==> config.mk <==
export PLATFORM = sky130hd
export DESIGN_NAME = prog_ram
export DESIGN_NICKNAME = d
export VERILOG_FILES = /design/src/rtl/prog_ram.sv
export SDC_FILE = /design/constraint.sdc
export NUM_CORES = 1
export LEC_CHECK = 0
export ABC_AREA = 1
export CORE_MARGIN = 1.5
export CORE_UTILIZATION = 30
export CTS_CLUSTER_SIZE = 25
export DETAILED_ROUTE_END_ITERATION = 8
export REMOVE_ABC_BUFFERS = 1
export SYNTH_ARGS = -nofsm -noshare
export SYNTH_HDL_FRONTEND = slang
export SYNTH_SLANG_ARGS = --single-unit
export TNS_END_PERCENT = 10
==> constraint.sdc <==
create_clock -name clk -period 3.7 [get_ports clk]
set_input_delay 0.925 -clock clk [delete_from_list [all_inputs] [get_ports clk]]
set_output_delay 0.925 -clock clk [all_outputs]
set_load 0.02 [all_outputs]
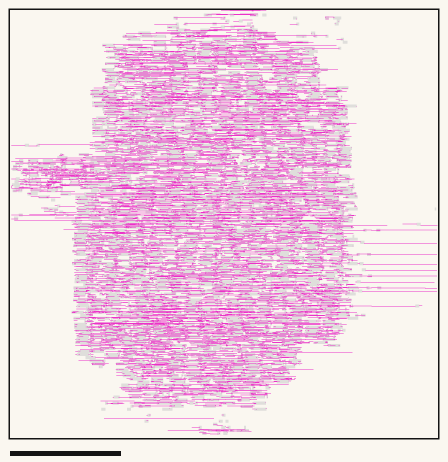
Figure 1: run 1, met1 routing.
Scale bar: 100 um.
- wire length on this layer: 51.3 mm
- nets with wire on the layer: 3466
Vias: 28100
Total Wirelength: 118 mm
met1 global-route usage: 21.9%

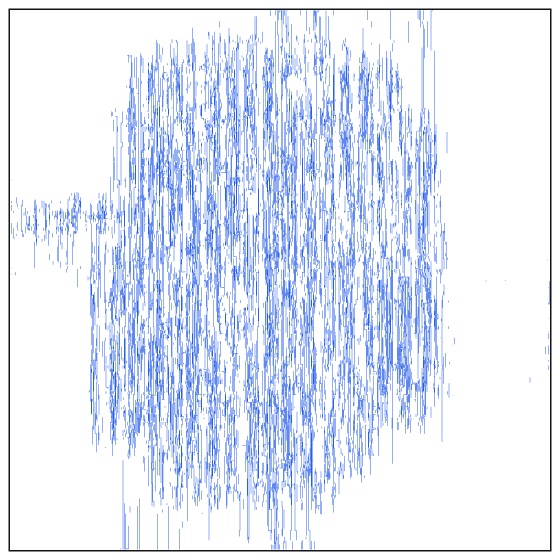
Figure 2: run 1, metal 2.
- main direction: vertical
- longest straight run: 112 um
met2 usage: 25.7%

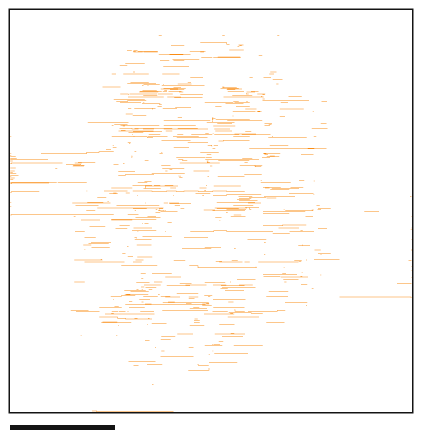
Figure 3: run 1, the metal 3 layer.
Scale bar: 100 um.
- longest straight run: 97.5 um
- wire length on this layer: 7540 um
- share of all routed wire: 6.4%
- nets with wire on the layer: 242
- main direction: horizontal
met3 GRT Util: 1.76%

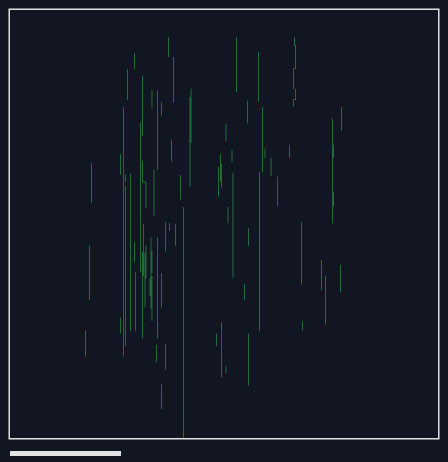
Figure 4: run 1, metal 4.
Scale bar: 100 um.
- nets with wire on the layer: 37
- longest straight run: 224 um
- wire length on this layer: 3230 um

==> flow_summary_export.csv <==
group,metric,value,unit
run_status,outcome,"finished, violations left",
run_status,violations,"design-rule violations",
setup_path,path_max_fanout,6,
place,dpl.hpwl,64.8,mm
drt,drtPass1Iterations,7,
drt,via_per_inst,4.87,
flow_run,maxCapViolCount,0,
setup_path,cp_slowest_stage_delay,640,ps
global_routing,antenna_found_initial,2,
clocking,path_clk_slew,60,ps
layout,drive_above_1_share,8.38,%
synthesis,yosys.area.top_type,"edfxtp_1",
layout,clock_buffers,154,
setup_path,worstSetupPathType,"flop to output pin",
layout,ff_count,1071,
min_path,hold_depth,2,
drt,wl_met3,7.54,mm
setup_path,crit_buf_inv,2,
layout,nets,3818,
place,placed_area,47100,um2
sta,finalMaxSlewViolations,0,
layout,comb_area,10200,um2
power,peakVddDrop,0.000392,V
sta,finalCritPeriodShare,78.0,%
sta,whs,477,ps
synthesis,netlist_top_cells_count,"nand2_1 (1384), edfxtp_1 (1024), nand3_1 (874)",
flow_run,warning_count,38,
setup_path,cp_top_family,"buffers and inverters",
setup_path,path_depth,2,
layout,layout_top_cell,"nand2_1",
synthesis,edf_count,1024,
place,port_buffers,83,
layout,largest_class,"flip-flops and latches",
synthesis,ys_cells,3668,
sta,max_clock_freq,347,MHz
layout,fill_cells,13900,
sta,slew-limit-headroom,26.7,%
floorplanning,fp-row-count,139,
layout,seqCellArea,31900,um2
setup_path,worstPathArrival,1960,ps
setup_path,worstSetupEndpointType,"output pin",
setup_path,worst_ep_required_time,2770,ps
clocking,cts_buffers,108,
synthesis,ff_type,"edfxtp_1",
layout,inverters_excl_clock,32,
floorplanning,core,144000,um2
synthesis,async_flop_share,4.39,%
sta,worstMarginPinSlew,1100,ps
global_routing,grt.total_usage,15.8,%
synthesis,ys_warn_count,0,
global_routing,busiest_layer,"met2",
power,totalPowerFinal,28.4,mW
power,p_leak,18.1,nW
setup_path,startpoint_type,"flop",
floorplanning,fp_util,30.3,%
drt,drt_iter0_markers,3207,
floorplanning,ioPinCount,85,
clocking,clockBufferDepth,3,
drt,drc,4,
synthesis,synth_cell_type_count,29,
clocking,post_cts_buffers,0,
synthesis,synthCells,3668,
drt,route.detailed.wl_per_inst,20.5,um
synthesis,netlist_top_cells_area,"edfxtp_1 (71%), nand2_1 (12%), nand3_1 (10%), dfrtp_1 (2.7%), buf_6 (1.1%)",
place,placed_cells_incl_taps,5558,
drt,wl_met1,51.3,mm
power,p_per_area,563,nW/um2
global_routing,grt_max_degree,134,
layout,diodes,1,
floorplanning,taps,1903,
drt,top_layer,"met5",
clocking,clock-root-buffer,"clkbuf_16",
layout,logic_gates,2339,
synthesis,syn_area,43500,um2
sta,worst_slack,814,ps
sta,min_period,2890,ps
synthesis,syn_area_per_cell,11.9,um2
setup_path,cp_slowest_cell,"clkdlybuf4s50_1",
layout,sh_seq_area,63.2,%
min_path,hold_path_class,"flop to flop",
setup_path,r2r_cells,6,
drt,ant_nets,0,
clocking,cts_num_sinks,1071,
sta,finalHoldViolCount,0,
place,routabilityCongestion,0.790,
clocking,htreeDepth,3,
sta,rsz0062_at_grt,"no",
sta,setup_violations,0,
clocking,cts_hold_buf,0,
clocking,cts_tree,"built",
synthesis,ys_seq_share,73.4,%
layout,signal_buffers,213,
synthesis,yosysMostFrequentCell,"nand2_1",
layout,final_area,50500,um2
layout,largest_reg_flops,1024,
layout,clk_share,6.74,%
clocking,insertion_delay,710,ps
global_routing,grt-ovfl-total,0,
floorplanning,fp.dieW,384,um
global_routing,first_global_vias,27300,
synthesis,synth_chip_area,43500,um2
layout,area_growth,16.1,%
clocking,cts_resized,0,
setup_path,path_cells,"inv_1, clkdlybuf4s50_1",
layout,utilization,35.1,%
place,place_ws,655,ps
floorplanning,chipArea,147000,um2
synthesis,ys.flops,1071,
synthesis,top_cell_area_share,70.7,%
sta,finClkSkew,41.6,ps
floorplanning,die_h,384,um
layout,finalNonFillerCells,5759,
setup_path,rrSetupSlack,1500,ps
sta,tns,0,ps
global_routing,grt_first_pass_wirelength,176,mm
drt,wl_met2,55.9,mm
layout,sh_comb_area,20.3,%
layout,mostFrequentLayoutCells,"nand2_1 (1383), edfxtp_1 (1024), nand3_1 (874)",
layout,signal_buffer_area_fraction,4.81,%
-- run 1: power by group --
part / total, mW / internal [mW] / switching (mW) / leakage, nW
Clock: 10.6 / 6.02 / 4.58 / 1.67
Combinational: 3.44 / 1.08 / 2.36 / 6.59
Sequential: 14.4 / 14.0 / 0.344 / 9.81
Total: 28.4 / 21.1 / 7.28 / 18.1
-- run 1: kinds of logic (layout without fill, tap and decap cells) --
family | Yosys count | in the layout | synth area share [%]
compound gates | 17 | 17 | 0.210
xor+xnor | 7 | 7 | 0.141
fa+ha+maj | 5 | 5 | 0.144
buf+inv | 258 | 445 | 3.66
flops | 1071 | 1071 | 73.4
other cells | 1 | 2 | 0.00862
simple gates | 2309 | 2309 | 22.5
Power is estimated from default activity; no workload was simulated.
